==> src/rtl/booth_sched_pkg.sv <==
// Shared types and widths for the Booth multiplier scheduler.
package booth_sched_pkg;

  localparam int unsigned OP_W            = 16;
  localparam int unsigned PROD_W          = 32;
  localparam int unsigned TIMEOUT_DEFAULT = 64;

  typedef enum logic [2:0] {
    S_IDLE,
    S_ISSUE,
    S_ARM,
    S_WAIT,
    S_RESP,
    S_ABORT
  } state_t;

endpackage

==> src/rtl/rr_arbiter.sv <==
// Combinational round-robin picker: first requester at or above ptr, wrapping.
module rr_arbiter #(
  parameter int unsigned NREQ = 4,
  parameter int unsigned IDW  = 3
) (
  input  logic [NREQ-1:0] req,
  input  logic [IDW-1:0]  ptr,
  output logic [NREQ-1:0] gnt,
  output logic [IDW-1:0]  gnt_idx,
  output logic            any
);

  localparam int unsigned SW = (NREQ > 1) ? $clog2(NREQ) : 1;

  always_comb begin
    int unsigned pos;
    logic [SW-1:0] sel;
    gnt     = '0;
    gnt_idx = '0;
    any     = 1'b0;
    pos     = 0;
    sel     = '0;
    for (int unsigned k = 0; k < NREQ; k++) begin
      pos = (32'(ptr) + k) % NREQ;
      sel = SW'(pos);
      if (!any && req[sel]) begin
        gnt[sel] = 1'b1;
        gnt_idx  = IDW'(pos);
        any      = 1'b1;
      end
    end
  end

endmodule

==> src/rtl/booth_mult_scheduler.sv <==
// Shares one start/done Booth multiplier among NREQ requesters with
// round-robin grant, a single response channel and timeout recovery.
module booth_mult_scheduler
  import booth_sched_pkg::*;
#(
  parameter int unsigned NREQ    = 4,
  parameter int unsigned TIMEOUT = TIMEOUT_DEFAULT,
  parameter int unsigned IDW     = 3
) (
  input  logic                   clk,
  input  logic                   rst,
  input  logic [NREQ-1:0]        req_valid,
  output logic [NREQ-1:0]        req_ready,
  input  logic [NREQ*OP_W-1:0]   req_a,
  input  logic [NREQ*OP_W-1:0]   req_b,
  output logic                   rsp_valid,
  input  logic                   rsp_ready,
  output logic [IDW-1:0]         rsp_id,
  output logic [PROD_W-1:0]      rsp_data,
  output logic                   rsp_err,
  output logic [OP_W-1:0]        mul_in1,
  output logic [OP_W-1:0]        mul_in2,
  output logic                   mul_start,
  output logic                   mul_rst,
  input  logic                   mul_done,
  input  logic [PROD_W-1:0]      mul_out
);

  localparam int unsigned TW = $clog2(TIMEOUT);

  state_t           state;
  logic [IDW-1:0]   rr_ptr;
  logic [IDW-1:0]   cur_id;
  logic [TW-1:0]    timer;
  logic             abort_pulse;

  logic [NREQ-1:0]  gnt;
  logic [IDW-1:0]   gnt_idx;
  logic             any;
  logic [OP_W-1:0]  sel_a;
  logic [OP_W-1:0]  sel_b;

  rr_arbiter #(
    .NREQ (NREQ),
    .IDW  (IDW)
  ) u_arb (
    .req     (req_valid),
    .ptr     (rr_ptr),
    .gnt     (gnt),
    .gnt_idx (gnt_idx),
    .any     (any)
  );

  // Operand mux driven by the one-hot grant.
  always_comb begin
    sel_a = '0;
    sel_b = '0;
    for (int unsigned i = 0; i < NREQ; i++) begin
      if (gnt[i]) begin
        sel_a = req_a[i*OP_W +: OP_W];
        sel_b = req_b[i*OP_W +: OP_W];
      end
    end
  end

  assign req_ready = (state == S_IDLE && !rst) ? gnt : '0;
  assign mul_rst   = rst | abort_pulse;
  assign rsp_id    = cur_id;

  always_ff @(posedge clk) begin
    if (rst) begin
      state       <= S_IDLE;
      rr_ptr      <= '0;
      cur_id      <= '0;
      timer       <= '0;
      mul_in1     <= '0;
      mul_in2     <= '0;
      rsp_data    <= '0;
      rsp_err     <= 1'b0;
      rsp_valid   <= 1'b0;
      mul_start   <= 1'b0;
      abort_pulse <= 1'b0;
    end else begin
      mul_start   <= 1'b0;
      abort_pulse <= 1'b0;
      unique case (state)
        S_IDLE: begin
          if (any) begin
            mul_in1   <= sel_a;
            mul_in2   <= sel_b;
            cur_id    <= gnt_idx;
            mul_start <= 1'b1;
            state     <= S_ISSUE;
          end
        end
        S_ISSUE: state <= S_ARM;
        // mul_done may still be asserted from the previous product here.
        S_ARM: begin
          timer <= '0;
          state <= S_WAIT;
        end
        S_WAIT: begin
          if (mul_done) begin
            rsp_data  <= mul_out;
            rsp_err   <= 1'b0;
            rsp_valid <= 1'b1;
            state     <= S_RESP;
          end else if (timer == TW'(TIMEOUT - 1)) begin
            rsp_data    <= '0;
            rsp_err     <= 1'b1;
            abort_pulse <= 1'b1;
            state       <= S_ABORT;
          end else begin
            timer <= timer + TW'(1);
          end
        end
        S_ABORT: begin
          rsp_valid <= 1'b1;
          state     <= S_RESP;
        end
        S_RESP: begin
          if (rsp_ready) begin
            rsp_valid <= 1'b0;
            rr_ptr    <= (cur_id == IDW'(NREQ - 1)) ? '0 : cur_id + IDW'(1);
            state     <= S_IDLE;
          end
        end
        default: state <= S_IDLE;
      endcase
    end
  end

endmodule
==> config.mk <==
export PLATFORM = sky130hd
export DESIGN_NAME = booth_mult_scheduler
export DESIGN_NICKNAME = d
export VERILOG_FILES = /design/src/rtl/booth_sched_pkg.sv /design/src/rtl/rr_arbiter.sv /design/src/rtl/booth_mult_scheduler.sv
export SDC_FILE = /design/constraint.sdc
export NUM_CORES = 1
export LEC_CHECK = 0
export ABC_AREA = 1
export CORE_MARGIN = 3
export CORE_UTILIZATION = 36
export CTS_CLUSTER_SIZE = 10
export DETAILED_ROUTE_END_ITERATION = 10
export PLACE_DENSITY_LB_ADDON = 0.08
export SYNTH_ARGS = -nofsm -noshare
export SYNTH_HDL_FRONTEND = slang
export SYNTH_SLANG_ARGS = --single-unit
export TNS_END_PERCENT = 10
==> constraint.sdc <==
create_clock -name clk -period 2.6 [get_ports clk]
set_clock_uncertainty 0.1 [all_clocks]
set_input_delay 0.52 -clock clk [delete_from_list [all_inputs] [get_ports clk]]
set_output_delay 0.52 -clock clk [all_outputs]
set_load 0.005 [all_outputs]
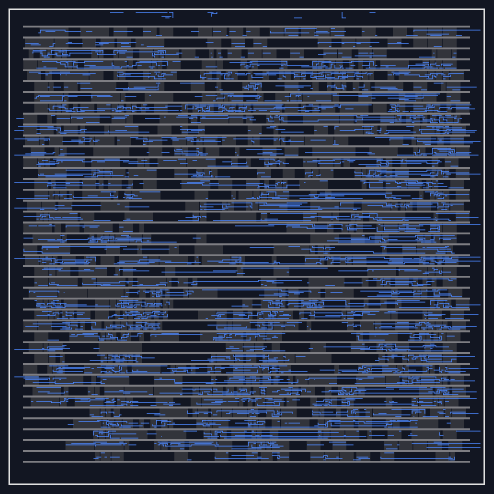
**Above:** metal 1.
Drawn at 4 px/micron. Supply wires on this layer in gray. Cells faint in the background.
share of all routed wire	40%
nets with wire on the layer	985
longest straight run	36.3 microns
routing usage on met1: 27.0%
via count: 5,404

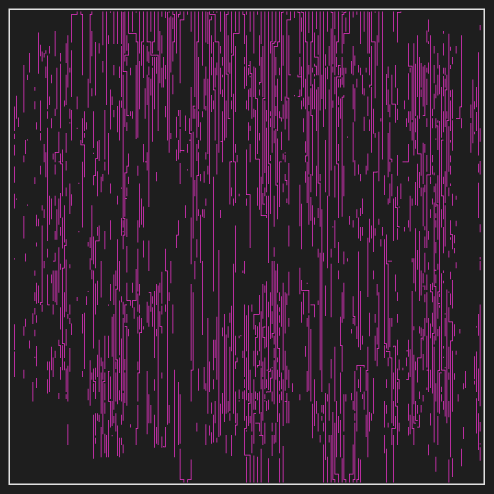
**Above:** M2 wires.
Drawn at 4 px/micron.
share of all routed wire	48%
nets with wire on the layer	867
main direction	vertical
M2 GR Usage: 42.3%
Routed WL: 17,100 microns

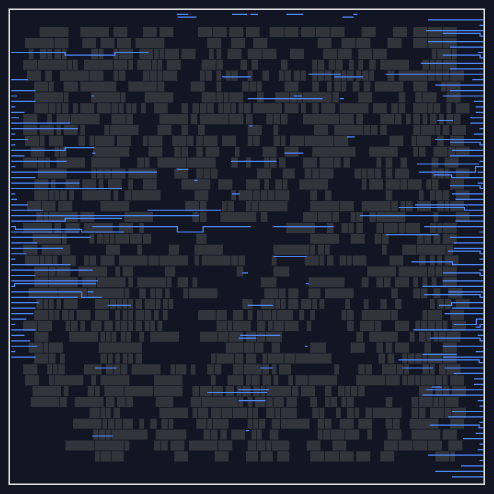
**Above:** metal 3.
Drawn at 4 px/micron. Cells faint in the background.
main direction	horizontal
longest straight run	46.7 microns
wire length on this layer	1,550 microns

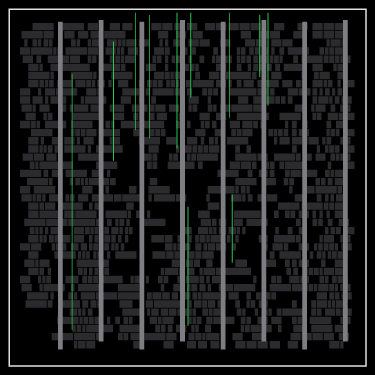
**Above:** met4 routing.
Drawn at 3 px/micron. Supply wires on this layer in gray. Cells faint in the background.
share of all routed wire	2.5%
wire length on this layer	424 microns
main direction	vertical
nets with wire on the layer	10

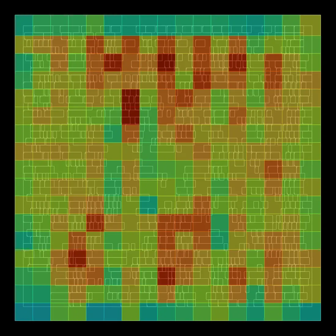
**Above:** routing congestion.
met3 usage: 7.32%
utilization after layout: 62.6%
Avg WL per Cell: 15.6 microns
Top Usage Layer GRT: met2

==> metrics.yaml <==
status: "completed"
grt_pass1_wl_microns: 27400
path_cells: "inv_2, ha_4, inv_4, nand2_1, nand2_2, nor2_4, buf_4, nand3_2, inv_2, nand2_1, nand3_2, nand2_1, inv_1, buf_2"
fp.dieH_microns: 118
drt.antenna.violating_nets: 0
final_area_sq_um: 7610
fin_crit_ns: 2.51
drt_iter0_drc: 269
edf_count: 0
hold_violations: 0
grt_max_degree: 65
whs_ns: 0.359
synth_top_cell_by_count: "a21oi_1"
clk_pin_slew_ns: 0.06
ys_sh_xor_pct: 0.193
yosys-stat-area_sq_um: 4550
num-multi-input-gates: 486
crit_top_cell: "nand2_1"
ioPinCount: 243
ys_seq_share_pct: 35.7
chipWidth_microns: 118
m1WireLength_microns: 6850
regArea_sq_um: 1620
cts_made_buffers: 9
top_area_cell_class: "buffers"
synth_adder_area_share_pct: 2.48
switching_share_pct: 30.6
stdcell_count: 1098
n_fill_cell: 1141
ys_types: 34
dp_cells: 1076
netlist_top_cells_count: "203 x a21oi_1, 169 x nand2_1, 81 x dfxtp_1, 65 x inv_1, 39 x nand3_1"
fp-utilization_pct: 37.4
synth_cells: 681
logic_area_sq_um: 2430
antenna_found_initial: 0
grt_pass1_vias: 5485
drt-pass1-iter-count: 5
post-place-ws_ns: -0.389
power_frac_comb_pct: 35.9
placed_cell_area_sq_um: 7170
async_reset_ff_share_pct: 0
hold_class: "flop to flop"
cp_num_buf_inv: 6
comb_cell_power_uw: 1680
ys.flop_type: "dfxtp_1"
r2r-end: "mul_in1[5]"
seq_power_share_pct: 33.4
layout.nets: 1102
power.switching_uw: 1430
worst_slack_ns: 0.0892
critPathMaxStageDelay_ns: 0.34
powerClk_uw: 1440
dr_wl_met3_microns: 1550
tightest_slew_ns: 0.673
r2r_start: "rr_ptr[1]"
reg2reg_depth: 14
nWellTaps: 168
syn-num-nets: 858
track_usage_pct: 23.9
wl_met2_microns: 8270
top_layer: "met4"
core-area_sq_um: 12200
slew_viol_final: 0
hold_buffers: 0
syn_area_sq_um: 4550
simple_gate_share_pct: 23.8
area_growth_pct: 67.3
finalPower_uw: 4680
regToRegSetupSlack_ns: 0.19
reg_top3: "rsp_data x32, mul_in1 x16, mul_in2 x16"
yosysTopAreaCell: "dfxtp_1"
worstSetupStartpoint: "rr_ptr[1]"
cts_resized: 25
pg_seq_uw: 1560
start_kind: "flop"
